Sequential cells grouped by signal name:
Bar = 200 um. Other sequential cells in the stronger gray, the rest of the logic in the fainter gray.
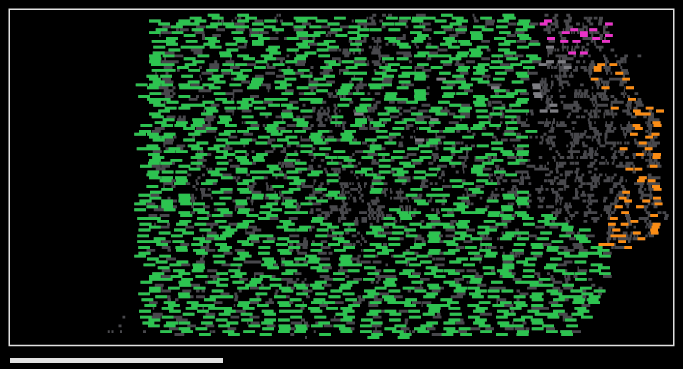
Local utilization:
31 x 16 tiles, from black (low) to pale yellow (high), 0 to 100% covered.
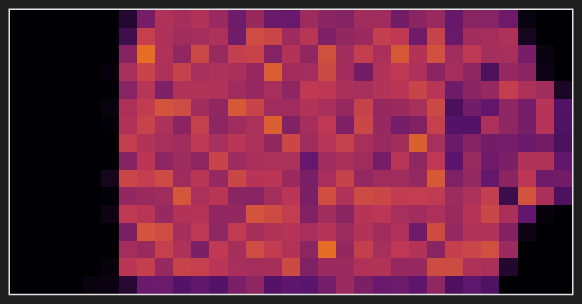
==> config.mk <==
export PLATFORM = sky130hd
export DESIGN_NAME = magic_nor_sequencer
export DESIGN_NICKNAME = d
export VERILOG_FILES = /design/src/rtl/magic_nor_pkg.sv /design/src/rtl/magic_prog_mem.sv /design/src/rtl/magic_nor_sequencer.sv
export SDC_FILE = /design/constraint.sdc
export NUM_CORES = 2
export LEC_CHECK = 0
export CAP_MARGIN = 20
export CORE_ASPECT_RATIO = 0.5
export CORE_MARGIN = 3
export CORE_UTILIZATION = 30
export CTS_CLUSTER_SIZE = 28
export DETAILED_ROUTE_END_ITERATION = 12
export GPL_ROUTABILITY_DRIVEN = 0
export PLACE_DENSITY = 0.42
export SLEW_MARGIN = 10
export SYNTH_ARGS = -nofsm -noshare
export SYNTH_HDL_FRONTEND = slang
export SYNTH_SLANG_ARGS = --single-unit
==> constraint.sdc <==
create_clock -name clk -period 6.7 [get_ports clk]
set_input_delay 1.675 -clock clk [delete_from_list [all_inputs] [get_ports clk]]
set_output_delay 1.675 -clock clk [all_outputs]
set_load 0.02 [all_outputs]
==> impl_metrics.xml <==
<?xml version="1.0" encoding="UTF-8"?>
<metrics>
  <group name="sta">
    <metric name="max_slew_vio_count" unit="">0</metric>
    <metric name="skew" unit="ps">26.7</metric>
    <metric name="grt_setup_unrepaired" unit="">false</metric>
    <metric name="finalWorstPathRequiredPeriod" unit="ps">6110</metric>
    <metric name="postLayoutSetupSlackWorst" unit="ps">586</metric>
    <metric name="min_period_over_period" unit="">0.913</metric>
    <metric name="totalNegativeSetupSlack" unit="ps">0</metric>
    <metric name="max_slew_margin" unit="">0.0417</metric>
    <metric name="setup_viol" unit="">0</metric>
    <metric name="hold-worst-slack" unit="ps">517</metric>
    <metric name="final-hold-violation-count" unit="">0</metric>
    <metric name="transition_time_of_the_tightest_slew_check_pin" unit="ps">1440</metric>
    <metric name="max_clock_freq" unit="GHz">0.164</metric>
  </group>
  <group name="clock_network">
    <metric name="clk_root_buffer_cell" unit="">clkbuf_16</metric>
    <metric name="ctsLongestPathBuffers" unit="">3</metric>
    <metric name="numClockSinks" unit="">1377</metric>
    <metric name="hold_buffers" unit="">0</metric>
    <metric name="postCtsSetupRepairBufs" unit="">0</metric>
    <metric name="cts_inserted_buffers" unit="">140</metric>
    <metric name="post_cts_resized" unit="">0</metric>
    <metric name="htreeDepth" unit="">4</metric>
    <metric name="clkSlewWorstSetupHoldPaths" unit="ps">70</metric>
    <metric name="clk_latency" unit="ps">780</metric>
    <metric name="tritoncts" unit="">built</metric>
  </group>
  <group name="pwr">
    <metric name="switchingPower" unit="W">0.00585</metric>
    <metric name="clkPwrFrac" unit="">0.361</metric>
    <metric name="internal_power" unit="W">0.0151</metric>
    <metric name="clockNetworkPower" unit="W">0.00758</metric>
    <metric name="seqPwrFrac" unit="">0.456</metric>
    <metric name="totalPowerFinal" unit="W">0.0210</metric>
    <metric name="power_per_cell_area" unit="nW/um^2">319</metric>
    <metric name="proportion_of_power_drawn_by_combinational_gates" unit="">0.183</metric>
    <metric name="dominant_power_group" unit="">registers</metric>
    <metric name="leakagePower" unit="nW">20.1</metric>
    <metric name="combinationalPower" unit="W">0.00384</metric>
    <metric name="peakVddDrop" unit="mV">0.275</metric>
    <metric name="power.switching_fraction" unit="">0.279</metric>
  </group>
  <group name="yosys">
    <metric name="ys.flop_type" unit="">edfxtp_1</metric>
    <metric name="topCellsByArea" unit="">edfxtp_1, mux4_2, mux2i_1</metric>
    <metric name="async_flop_share" unit="">0</metric>
    <metric name="number_of_enable_flip_flop_cells" unit="">1280</metric>
    <metric name="yosys_cells" unit="">3201</metric>
    <metric name="syn-cell-area" unit="um^2">56800</metric>
    <metric name="synth-seq-cells" unit="">1377</metric>
    <metric name="synth.yosys.chip_area" unit="um^2">56800</metric>
    <metric name="yosys.area.top_type" unit="">edfxtp_1</metric>
    <metric name="netlist_instances" unit="">3201</metric>
    <metric name="synth.net_count" unit="">3250</metric>
    <metric name="yosysWarnings" unit="">0</metric>
    <metric name="synth.distinct_cells" unit="">98</metric>
    <metric name="ys_seq_frac" unit="">0.711</metric>
    <metric name="syn-mean-instance-area" unit="um^2">17.7</metric>
    <metric name="yosys.area.top_type_share" unit="">0.677</metric>
  </group>
  <group name="detailed_routing">
    <metric name="routedWlPerCell" unit="um">31.3</metric>
    <metric name="drt_iter0_drc" unit="">3599</metric>
    <metric name="num_vias" unit="">32600</metric>
    <metric name="drc" unit="">0</metric>
    <metric name="final_antenna_net_count" unit="">0</metric>
    <metric name="drt-total-wl" unit="mm">190</metric>
    <metric name="detail_route.first_pass.iterations" unit="">6</metric>
    <metric name="drt-vias-per-instance" unit="">5.38</metric>
  </group>
  <group name="global_routing">
    <metric name="grt-ovfl-total" unit="">0</metric>
    <metric name="grt_util_met2" unit="">0.293</metric>
    <metric name="grt_max_degree" unit="">68</metric>
    <metric name="first_global_vias" unit="">32300</metric>
    <metric name="grt_antenna_before_repair" unit="">10</metric>
    <metric name="globalRouteTotalUtil" unit="">0.192</metric>
    <metric name="global_route_wire_length_before_repair" unit="mm">264</metric>
    <metric name="grt.met1_usage" unit="">0.290</metric>
    <metric name="grtUsageMet3" unit="">0.0304</metric>
    <metric name="globalRoute.busiestLayer" unit="">met2</metric>
  </group>
  <group name="floorplan">
    <metric name="die_area" unit="um^2">195000</metric>
    <metric name="row_count" unit="">112</metric>
    <metric name="floorplan.io_pins" unit="">62</metric>
    <metric name="die.size.x" unit="um">621</metric>
    <metric name="die.size.y" unit="um">314</metric>
  </group>
  <group name="place">
    <metric name="dp_slack" unit="ps">647</metric>
    <metric name="place_inst" unit="">5796</metric>
    <metric name="detailed_place_hpwl" unit="mm">120</metric>
    <metric name="place.port_buffers" unit="">61</metric>
    <metric name="placed_area" unit="um^2">61400</metric>
  </group>
  <group name="critical_path">
    <metric name="timing.critical_path.slowest_stage_cell" unit="">dfxtp_4</metric>
    <metric name="timing.critical_path.to_type" unit="">register</metric>
    <metric name="timing_worst_setup_path_type" unit="">register to register</metric>
    <metric name="r2r_slack" unit="ps">590</metric>
    <metric name="critical_path.cell_chain" unit="">buf_12 &gt; mux2i_1 &gt; a22oi_1 &gt; nand3_1 &gt; o21ai_1 &gt; nor3_2 &gt; buf_4 &gt; nor2_2 &gt; mux2i_1 &gt; o2111ai_1 &gt; o2111ai_1 &gt; nor4b_2 &gt; nand4_4 &gt; buf_12 &gt; a311oi_1</metric>
    <metric name="worst_ep_required_time" unit="ps">7380</metric>
    <metric name="critical_path_arrival" unit="ps">6790</metric>
    <metric name="reg2reg_depth" unit="">15</metric>
    <metric name="critical_path_peak_fanout" unit="">67</metric>
    <metric name="worstSetupPathDepth" unit="">15</metric>
    <metric name="critPathMaxStageDelay" unit="ps">710</metric>
    <metric name="cpLargestDelayFamily" unit="">simple AND/OR/NAND/NOR gates</metric>
    <metric name="startpoint_type" unit="">register</metric>
    <metric name="cp.buffers_inverters" unit="">3</metric>
  </group>
  <group name="cells_and_area">
    <metric name="layout-drive-gt1-share" unit="">0.233</metric>
    <metric name="layout.filler_cells" unit="">17600</metric>
    <metric name="largest_register_ff_count" unit="">1280</metric>
    <metric name="stdcell_area" unit="um^2">65800</metric>
    <metric name="synthToLayoutAreaGrowth" unit="%">15.9</metric>
    <metric name="lay_top_count" unit="">edfxtp_1</metric>
    <metric name="filler_free_cell_count_of_the_finished_design" unit="">6057</metric>
    <metric name="comb_area" unit="um^2">15400</metric>
    <metric name="nets" unit="">3481</metric>
    <metric name="final_layout_top_logic_cells" unit="">edfxtp_1, mux2i_1, mux4_2</metric>
  </group>
  <group name="min_path">
    <metric name="whs_path_depth" unit="">2</metric>
    <metric name="hold_path_class" unit="">register to register</metric>
  </group>
  <group name="flow_run">
    <metric name="warning_count" unit="">32</metric>
    <metric name="max_cap_viol_count" unit="">0</metric>
  </group>
  <group name="status">
    <metric name="outcome" unit="">finished clean</metric>
  </group>
</metrics>
## Picture notes: 'sequential cells grouped by signal name'
[`cycle_count`] magenta | flops: 16 | where: top right
[`u_prog_mem.mem_reg`] green | flops: 1280
[`cells_reg`] orange | flops: 64
sequential standard cell area: 40400 um^2
register fraction of the total cell area: 0.614
sequential group power: 0.00956 W

## Picture notes: 'local utilization'
nearly empty tiles: 22%
mean over tiles: 32%
fullest tile: 66%
CORE AREA: 187000 um^2
Core Util, Final: 0.351
Initial Utilization: 0.303

kinds of logic after synthesis:
group / share of synthesized area
muxes: 0.145
AOI/OAI and AO/OA: 0.0715
and+or+nand+nor: 0.0449
adders and majority gates: 0.00220
DFF: 0.711
buffers and inverters: 0.0212
xor gates and xnor gates: 0.00370
layer usage:
layer / share of wire / wire (um)
met5: 0.000042 / 8
met4: 0.017 / 3170
met3: 0.060 / 11400
met2: 0.45 / 84800
met1: 0.48 / 90300
final cells by class:
| cell class | count | share of cell area |
|---|---|---|
| antenna | 7 | 0.000266 |
| tap | 2508 | 0.0477 |
| sequential | 1377 | 0.614 |
| clock inverter | 70 | 0.00848 |
| inverter | 23 | 0.00131 |
| timing repair buffer | 289 | 0.0363 |
| multi-input combinational | 1601 | 0.235 |
| clock buffer | 182 | 0.0574 |
worst reg2reg max path, delay by kind of cell (launching register included):
kind	cells	cell delay (ps)
AND/OR/NAND/NOR	5	2010
AND-OR/OR-AND	5	1620
flip-flops	1	710
buffers and inverters	3	1000
multiplexers	2	680
cell usage after synthesis (10+ instances only):
cell / number
nor3_1: 32
nand3_1: 51
a221oi_1: 21
clkbuf_1: 64
a21oi_1: 72
a211oi_1: 16
and3_1: 30
o21ai_1: 11
ha_1: 10
nand2_1: 100
xnor2_1: 12
mux4_2: 237
nor2_1: 140
buf_4: 40
edfxtp_1: 1280
a22o_1: 21
nand2b_1: 14
xor2_1: 12
buf_2: 69
a22oi_1: 129
or2_2: 12
and2_1: 15
a311oi_1: 34
o211ai_1: 13
a31oi_1: 53
dfxtp_1: 97
mux2_2: 21
mux2i_1: 265
nand4_1: 19
o22ai_1: 19
o21ai_0: 37
nor2b_1: 29
buf_6: 17
inv_1: 20
Power is estimated from default activity; no workload was simulated.
